**config.mk**
```make
export PLATFORM = sky130hd
export DESIGN_NAME = rx_ltssm_substate
export DESIGN_NICKNAME = d
export VERILOG_FILES = /design/src/rtl/pcie_ltssm_pkg.sv /design/src/rtl/os_match_counter.sv /design/src/rtl/rx_ltssm_substate.sv
export SDC_FILE = /design/constraint.sdc
export NUM_CORES = 1
export LEC_CHECK = 0
export ABC_AREA = 1
export CORE_MARGIN = 2
export CORE_UTILIZATION = 35
export CTS_BUF_LIST = sky130_fd_sc_hd__clkbuf_4
export CTS_CLUSTER_DIAMETER = 60
export DETAILED_ROUTE_END_ITERATION = 8
export PLACE_DENSITY = 0.67
export RECOVER_POWER = 25
export SLEW_MARGIN = 20
export SYNTH_ARGS = -nofsm -noshare
export SYNTH_HDL_FRONTEND = slang
export SYNTH_SLANG_ARGS = --single-unit
```
**constraint.sdc**
```tcl
create_clock -name clk -period 2.1 [get_ports clk]
set_clock_uncertainty 0.1 [all_clocks]
set_input_delay 0.42 -clock clk [delete_from_list [all_inputs] [get_ports clk]]
set_output_delay 0.42 -clock clk [all_outputs]
set_load 0.01 [all_outputs]
```
**src/rtl/pcie_ltssm_pkg.sv**
```systemverilog
// rtl/pcie_ltssm_pkg.sv - shared LTSSM substate codes, ordered-set types and TS counts
package pcie_ltssm_pkg;

  typedef enum logic [3:0] {
    DETECT_QUIET          = 4'd0,
    DETECT_ACTIVE         = 4'd1,
    POLLING_ACTIVE        = 4'd2,
    POLLING_CONFIGURATION = 4'd3,
    CFG_LINKWIDTH_START   = 4'd4,
    CFG_LINKWIDTH_ACCEPT  = 4'd5,
    CFG_LANENUM_WAIT      = 4'd6,
    CFG_LANENUM_ACCEPT    = 4'd7,
    CFG_COMPLETE          = 4'd8,
    CFG_IDLE              = 4'd9,
    L0                    = 4'd10
  } substate_t;

  typedef enum logic [1:0] {
    OS_OTHER = 2'b00,
    OS_TS1   = 2'b01,
    OS_TS2   = 2'b10,
    OS_IDL   = 2'b11
  } os_type_t;

  localparam logic [7:0] PAD            = 8'hF7;
  localparam logic [3:0] TS_COUNT_LONG  = 4'd8;
  localparam logic [3:0] TS_COUNT_SHORT = 4'd2;

endpackage

```
**src/rtl/os_match_counter.sv**
```systemverilog
// rtl/os_match_counter.sv - saturating 4-bit consecutive ordered-set counter
// clr wins over inc; neither asserted holds the count.
module os_match_counter (
  input  logic       clk,
  input  logic       reset,
  input  logic       clr,
  input  logic       inc,
  output logic [3:0] count
);

  always_ff @(posedge clk or negedge reset) begin
    if (!reset) begin
      count <= 4'd0;
    end else if (clr) begin
      count <= 4'd0;
    end else if (inc && count != 4'hF) begin
      count <= count + 4'd1;
    end
  end

endmodule

```
**src/rtl/rx_ltssm_substate.sv**
```systemverilog
// rtl/rx_ltssm_substate.sv - receive-side LTSSM substate exit detector
// Tracks the commanded substate, counts qualifying ordered sets and raises finishRx/gotoRx.
module rx_ltssm_substate
  import pcie_ltssm_pkg::*;
#(
  parameter int DEVICETYPE     = 0,
  parameter int TIMEOUT_CYCLES = 24000,
  parameter int QUIET_CYCLES   = 12000,
  parameter int IDLE_TIMEOUT   = 2000
) (
  input  logic       clk,
  input  logic       reset,
  input  logic [3:0] substateRx,
  input  logic       osValid,
  input  logic [1:0] osType,
  input  logic [7:0] osLinkNumber,
  input  logic [7:0] osLaneNumber,
  input  logic [7:0] osRateId,
  input  logic       rxElecIdleExit,
  input  logic       detectDone,
  input  logic       receiverDetected,
  output logic       finishRx,
  output logic [3:0] gotoRx,
  output logic [7:0] linkNumberInRx,
  output logic       writeLinkNumberRx,
  output logic [7:0] rateIdIn,
  output logic       writeRateId
);

  logic [3:0]  tracked_state;
  logic        finish_q;
  logic [31:0] timer;
  logic [3:0]  count;

  logic        state_change;
  logic        active;
  logic        is_ts1;
  logic        is_ts2;
  logic        lane_pad;
  logic        link_pad;
  logic        match;
  logic [3:0]  need;
  logic [3:0]  os_target;
  logic [3:0]  timeout_target;
  logic        direct_exit;
  logic        timeout_hit;
  logic        os_exit;

  assign state_change = substateRx != tracked_state;
  assign active       = tracked_state <= CFG_IDLE;
  assign is_ts1       = osType == OS_TS1;
  assign is_ts2       = osType == OS_TS2;
  assign lane_pad     = osLaneNumber == PAD;
  assign link_pad     = osLinkNumber == PAD;

  // Per-state qualifier, required run length, exit targets and timeout compare
  always_comb begin
    match          = 1'b0;
    need           = TS_COUNT_LONG;
    os_target      = DETECT_QUIET;
    timeout_target = DETECT_QUIET;
    direct_exit    = 1'b0;
    timeout_hit    = 1'b0;
    case (tracked_state)
      DETECT_QUIET: begin
        direct_exit    = rxElecIdleExit;
        os_target      = DETECT_ACTIVE;
        timeout_target = DETECT_ACTIVE;
        timeout_hit    = timer == 32'(QUIET_CYCLES);
      end
      DETECT_ACTIVE: begin
        direct_exit = detectDone;
        os_target   = receiverDetected ? POLLING_ACTIVE : DETECT_QUIET;
      end
      POLLING_ACTIVE: begin
        match       = (is_ts1 || is_ts2) && lane_pad;
        os_target   = POLLING_CONFIGURATION;
        timeout_hit = timer == 32'(TIMEOUT_CYCLES);
      end
      POLLING_CONFIGURATION: begin
        match       = is_ts2;
        os_target   = CFG_LINKWIDTH_START;
        timeout_hit = timer == 32'(TIMEOUT_CYCLES);
      end
      CFG_LINKWIDTH_START: begin
        match       = is_ts1 && !link_pad;
        need        = TS_COUNT_SHORT;
        os_target   = CFG_LINKWIDTH_ACCEPT;
        timeout_hit = timer == 32'(TIMEOUT_CYCLES);
      end
      CFG_LINKWIDTH_ACCEPT: begin
        match       = (DEVICETYPE == 1) && is_ts1 && osLinkNumber == linkNumberInRx && !lane_pad;
        need        = TS_COUNT_SHORT;
        os_target   = CFG_LANENUM_WAIT;
        timeout_hit = timer == 32'(TIMEOUT_CYCLES);
      end
      CFG_LANENUM_WAIT: begin
        match       = is_ts1 && !lane_pad;
        need        = TS_COUNT_SHORT;
        os_target   = CFG_LANENUM_ACCEPT;
        timeout_hit = timer == 32'(TIMEOUT_CYCLES);
      end
      CFG_LANENUM_ACCEPT: begin
        match       = is_ts2;
        need        = TS_COUNT_SHORT;
        os_target   = CFG_COMPLETE;
        timeout_hit = timer == 32'(TIMEOUT_CYCLES);
      end
      CFG_COMPLETE: begin
        match       = is_ts2 && osLinkNumber == linkNumberInRx;
        os_target   = CFG_IDLE;
        timeout_hit = timer == 32'(TIMEOUT_CYCLES);
      end
      CFG_IDLE: begin
        match       = osType == OS_IDL;
        os_target   = L0;
        timeout_hit = timer == 32'(IDLE_TIMEOUT);
      end
      default: begin
        match = 1'b0;
      end
    endcase
  end

  assign os_exit = direct_exit | (osValid & match & (count == need - 4'd1));

  os_match_counter u_counter (
    .clk   (clk),
    .reset (reset),
    .clr   (state_change | !active | (osValid & !match)),
    .inc   (osValid & match),
    .count (count)
  );

  always_ff @(posedge clk or negedge reset) begin
    if (!reset) begin
      tracked_state     <= DETECT_QUIET;
      finish_q          <= 1'b0;
      gotoRx            <= DETECT_QUIET;
      timer             <= 32'd0;
      linkNumberInRx    <= 8'd0;
      writeLinkNumberRx <= 1'b0;
      rateIdIn          <= 8'd0;
      writeRateId       <= 1'b0;
    end else begin
      writeLinkNumberRx <= 1'b0;
      writeRateId       <= 1'b0;
      if (state_change) begin
        tracked_state <= substateRx;
        finish_q      <= 1'b0;
        timer         <= 32'd0;
      end else if (!active) begin
        timer <= 32'd0;
      end else begin
        if (timer != 32'hFFFF_FFFF) timer <= timer + 32'd1;
        // The OS exit takes precedence over a timeout landing on the same cycle
        if (!finish_q) begin
          if (os_exit) begin
            finish_q <= 1'b1;
            gotoRx   <= os_target;
            if (tracked_state == CFG_LINKWIDTH_START && DEVICETYPE == 1) begin
              linkNumberInRx    <= osLinkNumber;
              writeLinkNumberRx <= 1'b1;
            end
            if (tracked_state == CFG_COMPLETE) begin
              rateIdIn    <= osRateId;
              writeRateId <= 1'b1;
            end
          end else if (timeout_hit) begin
            finish_q <= 1'b1;
            gotoRx   <= timeout_target;
          end
        end
      end
    end
  end

  // Drop finish in the same cycle mainLTSSM moves on
  assign finishRx = finish_q & ~state_change;

endmodule

```
### Pin map, run 1

(4 px per um) Pins as bars across the die edge, other pins in gray.
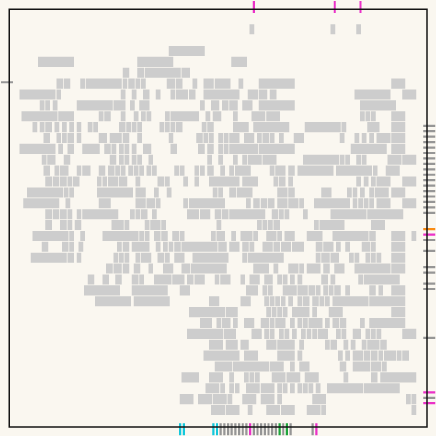
port	color	pins	direction	edge
`osType`	green	2	input	bottom
`finishRx`	orange	1	output	right
`substateRx`	cyan	4	input	bottom
`linkNumberInRx`	magenta	8	output	3 right, 3 top, 2 bottom
all pins by edge	29 right, 26 bottom, 3 top, 1 left

### Routed metal, one color a layer, run 1

(3 px per um)
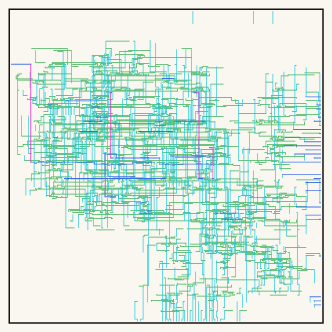
layer	color	wire length
met1	green	4380 um
met4	magenta	108 um
met2	cyan	4120 um
met3	blue	383 um

### Cell area per tile, run 1

(4 px per um) 10 x 10 tiles, from black (low) to pale yellow (high), 0 to 100% covered.
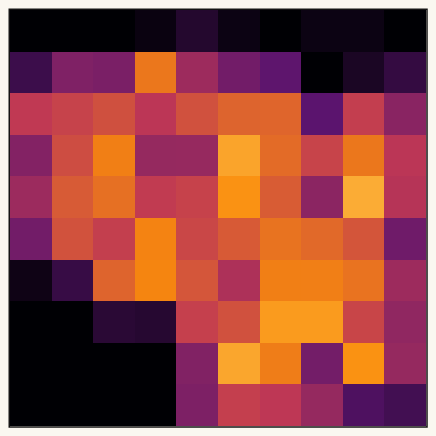
tiles over 75% full	7.0%
fullest tile	82%
mean over tiles	39%

==> reports/results.txt, run 1 <==
status: finished clean
dpl cells: 696
cells resized by post-CTS repair: 6
tally of OpenROAD warnings: 30
least setup slack across all paths after layout: 0.0744 ns
flip-flop and latch power: 1050 uW
buffer-and-inverter tally for the worst setup path: 2
logic depth of the worst register-to-register path: 14
routed length on met3: 382 um
Fin Hold WS: 0.110 ns
number of nets in the layout: 614
insertion delay at the late pin of the worst-skew pair: 0.39 ns
final design utilization: 45.5%
detailed-route DRC error count: 0
Worst Setup SP: substateRx[3]
combinational power: 216 uW
tally of filler cells in the layout: 1005
chip area: 10800 um2
capturing element type of the critical path: output pin
final max-slew violation count: 0
tally of yosys warning messages: 8
routed length per placed instance: 12.7 um
==> run 1: layout make-up <==
class	instances	area share [%]
Multi-Input combinational cell	373	43.0
Sequential cell	54	30.5
Timing Repair Buffer	80	16.5
Inverter	58	5.03
Tap cell	133	3.76
Clock buffer	6	1.02
Clock inverter	2	0.198
==> run 1: cells in the final DEF, fill, tap and decap left out, types with 2 or more instances in the layout <==
| cell | Yosys | final |
|---|---|---|
| sky130_fd_sc_hd__nor2_2 | 2 | 4 |
| sky130_fd_sc_hd__o31ai_1 | 3 | 3 |
| sky130_fd_sc_hd__a21oi_2 | 1 | 2 |
| sky130_fd_sc_hd__a41oi_1 | 2 | 2 |
| sky130_fd_sc_hd__dlymetal6s2s_1 | 0 | 2 |
| sky130_fd_sc_hd__nor4_1 | 6 | 4 |
| sky130_fd_sc_hd__dfrtp_1 | 54 | 54 |
| sky130_fd_sc_hd__inv_1 | 53 | 53 |
| sky130_fd_sc_hd__nand3_2 | 3 | 4 |
| sky130_fd_sc_hd__clkdlybuf4s50_1 | 0 | 45 |
| sky130_fd_sc_hd__xor2_1 | 7 | 7 |
| sky130_fd_sc_hd__buf_2 | 1 | 2 |
| sky130_fd_sc_hd__o41ai_1 | 3 | 3 |
| sky130_fd_sc_hd__or2_2 | 2 | 2 |
| sky130_fd_sc_hd__nand2_2 | 6 | 7 |
| sky130_fd_sc_hd__o211a_1 | 2 | 2 |
| sky130_fd_sc_hd__o21ai_2 | 1 | 2 |
| sky130_fd_sc_hd__o21ai_1 | 3 | 3 |
| sky130_fd_sc_hd__nand3b_1 | 3 | 3 |
| sky130_fd_sc_hd__nor2_1 | 68 | 65 |
| sky130_fd_sc_hd__conb_1 | 1 | 9 |
| sky130_fd_sc_hd__ha_1 | 6 | 6 |
| sky130_fd_sc_hd__nand2_1 | 138 | 136 |
| sky130_fd_sc_hd__a31oi_1 | 4 | 4 |
| sky130_fd_sc_hd__nand2_4 | 2 | 3 |
| sky130_fd_sc_hd__inv_2 | 4 | 4 |
| sky130_fd_sc_hd__buf_4 | 11 | 29 |
| sky130_fd_sc_hd__clkbuf_4 | 0 | 6 |
| sky130_fd_sc_hd__nand3_1 | 38 | 37 |
| sky130_fd_sc_hd__nor3_1 | 14 | 14 |
| sky130_fd_sc_hd__o21ai_0 | 27 | 26 |
| sky130_fd_sc_hd__nor2_4 | 5 | 6 |
| sky130_fd_sc_hd__nand4_1 | 2 | 2 |
| sky130_fd_sc_hd__a21oi_1 | 9 | 8 |
==> run 1: cells by family (layout without fill, tap and decap cells) <==
group / Yosys count / in the layout / synth area share [%]
xor+xnor: 7 / 7 / 1.75
fa+ha+maj: 6 / 6 / 2.14
other cells: 1 / 9 / 0.107
flops: 54 / 54 / 38.5
simple gates: 293 / 293 / 37.9
compound gates: 58 / 58 / 9.96
buf+inv: 76 / 146 / 9.64
==> run 1: metal layers <==
metal  vias to the layer above  track usage [%]
met5                         -                0
met4                         0             4.25
met3                        11             2.88
met2                        85             27.6
met1                      1549             22.8
li1                       1731                -
==> run 1: registers in the layout (all words and copies together) (netlist names) <==
signal,flops
gotoRx,4
rateIdIn,8
writeRateId,1
finish_q,1
timer,32
u_counter.count,4
tracked_state,4
==> run 2, diff against run 1 <==
clock period = 2 ns   (was 2.1 ns; I/O delays follow)
### Pin map, run 2

(4 px per um) Pins as bars across the die edge, other pins in gray.
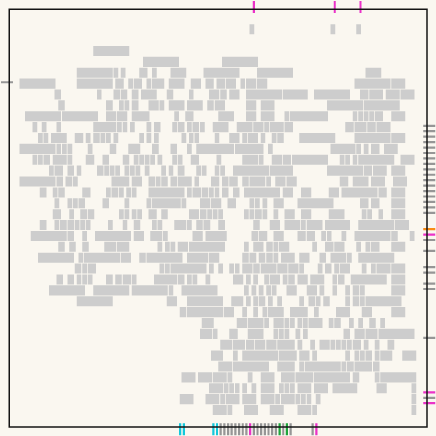
port	color	pins	direction	edge
`finishRx`	orange	1	output	right
`linkNumberInRx`	magenta	8	output	3 right, 3 top, 2 bottom
`substateRx`	cyan	4	input	bottom
`osType`	green	2	input	bottom
all pins by edge	29 right, 26 bottom, 3 top, 1 left

==> run 2 against run 1 <==
Compared with the run above: synthesized cell count unchanged; critical path depth unchanged; clock power rose by 5.6%; hold slack improved by 0.062 ns; largest cell class unchanged; non-clock buffer count is 21 higher; first-iteration DRC count fell by 34%; sequential share of layout area decreased by 2.1 points; final cell count is 3.3% higher; total power increased by 6.3%; via count up 5.1%; register-to-register slack got worse by 0.12 ns.
==> reports/results.txt, run 2 <==
status: finished clean
DRC marker count from the first detailed-route iteration: 121
Overall Global Routing Usage: 17.1%
top register by number of flip-flops: timer
critical path class: input pin to output pin
die outline height: 104 um
chain of cells forming the critical path: clkdlybuf4s50_1 > xor2_1 > nor2_1 > nand2_2 > nor2_2 > buf_2
Reg clk slew, reported paths: 0.16 ns
Top delay family on crit path: buffers and inverters
total power: 1860 uW
Pwr per Cell Area: 389 nW/um2
chip area: 10800 um2
minimum clock period: 1.99 ns
detailed-route DRC error count: 0
fmax: 0.503 GHz
buffer-and-inverter tally for the worst setup path: 2
first-pass GRT wire length: 15.5 mm
width of the die: 104 um
unrepaired setup endpoints after global routing: yes
final hold violation count: 0
Mapped Area: 3510 um2
leakage dissipation: 0.00228 uW
number of top-level pins: 59
Max Used Layer: met4
HPWL Detailed: 7.26 mm
least setup slack across all paths after layout: 0.0102 ns
most common logic cell in the routed design: sky130_fd_sc_hd__nand2_1
routed length per placed instance: 13.1 um
overall via count from detail_route: 3548
post-layout period usage: 99.5%
number of nets in the layout: 637
clk buf depth: 2
insertion delay at the late pin of the worst-skew pair: 0.38 ns
Remaining Overflow, GRT: 0
Fin Hold WS: 0.172 ns
most numerous cell types in the synthesized netlist: sky130_fd_sc_hd__nand2_1 (138), sky130_fd_sc_hd__nor2_1 (68), sky130_fd_sc_hd__dfrtp_1 (54)
registers with the most flip-flops: timer x32, rateIdIn x8
flip-flop count of the largest register after layout: 32
standard-cell rows: 36
capturing element type of the critical path: output pin
routed length on met3: 553 um
drt via density: 4.87
CTS tree: yes
tally of OpenROAD warnings: 31
tally of yosys warning messages: 8
final max-slew violation count: 0
number of H-tree levels: 2
clock sinks: 54
most frequent cells in the layout: sky130_fd_sc_hd__nand2_1 (121), sky130_fd_sc_hd__nor2_1 (61), sky130_fd_sc_hd__dfrtp_1 (52)
### The clock network, run 2

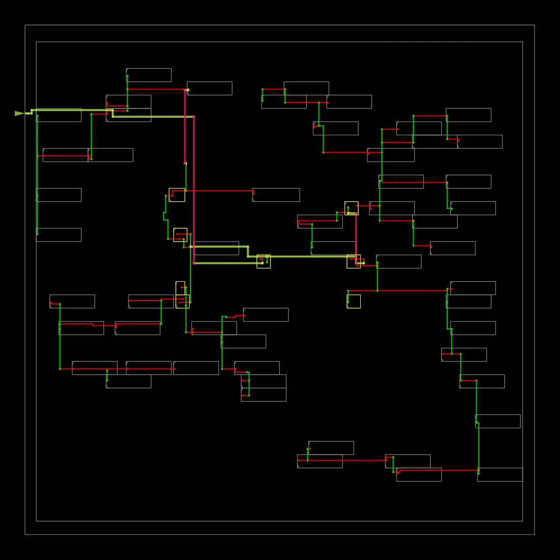
number of buffers added by the clock tree synthesis step: 5
Seq Cell Count: 54
clock group total power: 505 uW

[run 2: cells by family after synthesis]
kind of cell / Yosys count / share of synthesized area, %
adders and majority gates: 6 / 2.14
AOI/OAI and AO/OA: 58 / 9.96
and+or+nand+nor: 293 / 37.9
xor gates and xnor gates: 7 / 1.75
other: 1 / 0.107
DFF: 54 / 38.5
buffers and inverters: 76 / 9.64
[run 2: path summary, 6_finish.rpt]
check | start | end | cells past startpoint | slack, ns
max | substateRx[2] | finishRx | 6 | 0.01
min reg2reg | gotoRx[1] | gotoRx[1] | 2 | 0.39
min | substateRx[1] | tracked_state[1] | 1 | 0.17
max in group asynchronous | reset | timer[8] | 3 | 0.65
min in group asynchronous | reset | u_counter.count[2] | 3 | 0.63
max reg2reg | timer[1] | timer[28] | 15 | 0.04
[run 2: cell type report]
class | count | area (um2)
timing repair inverter | 1 | 6.26
timing repair buffer | 101 | 908
clock buffer | 5 | 37.5
tap | 133 | 166
sequential | 54 | 1350
fill | 959 | 4960
multi-input combinational | 374 | 2050
inverter | 58 | 225
clock inverter | 3 | 21.3
[run 2: timing repair]
| item | CTS | global route |
|---|---|---|
| gates cloned | 0 | 2 |
| pin swaps | 4 | 19 |
| resized | 5 | 65 |
| hold endpoints to repair | 54 | 0 |
| hold buffers | 1 | 0 |
| buffers inserted | 0 | 8 |
| endpoints found under the setup margin | 2 | 49 |
[run 2: per-stage QoR]
step	util [%]	std cells	instance area [um2]
6_report	49.0	729	4770
5_1_grt	49.0	729	4770
4_1_cts	46.1	719	4480
3_3_place_gp	45.4	710	4420
3_5_place_dp	45.4	710	4420
2_1_floorplan	-	503	3540
[run 2: routing by layer]
metal | vias to the layer above | global-route usage (%)
met5 | - | 0
met4 | 0 | 3.47
met3 | 18 | 2.82
met2 | 124 | 28.9
met1 | 1624 | 23.3
li1 | 1782 | -
[run 2: worst reg2reg max path, stage by stage, from the launching register on]
cell and delay, ns:
sky130_fd_sc_hd__dfrtp_1 0.41, sky130_fd_sc_hd__ha_2 0.20, sky130_fd_sc_hd__nand2_2 0.06, sky130_fd_sc_hd__inv_2 0.09
sky130_fd_sc_hd__nand2_4 0.07, sky130_fd_sc_hd__nor2_8 0.10, sky130_fd_sc_hd__nand2_4 0.06, sky130_fd_sc_hd__nor2_4 0.09
sky130_fd_sc_hd__nand2_2 0.08, sky130_fd_sc_hd__nor2_4 0.15, sky130_fd_sc_hd__buf_6 0.11, sky130_fd_sc_hd__nand2_4 0.06
sky130_fd_sc_hd__nor2_4 0.14, sky130_fd_sc_hd__nand3_2 0.07, sky130_fd_sc_hd__nand2_1 0.06, sky130_fd_sc_hd__nor2_1 0.04
[run 2: power by group through the flow]
stage	logic, uW	registers (uW)	clock network (uW)
final	246	1110	505
after floorplan	90.1	1130	0
after CTS	230	1110	524
after detailed placement	227	1130	0
after global placement	225	1130	0
after global routing	274	1110	563
Power is estimated from default activity; no workload was simulated.
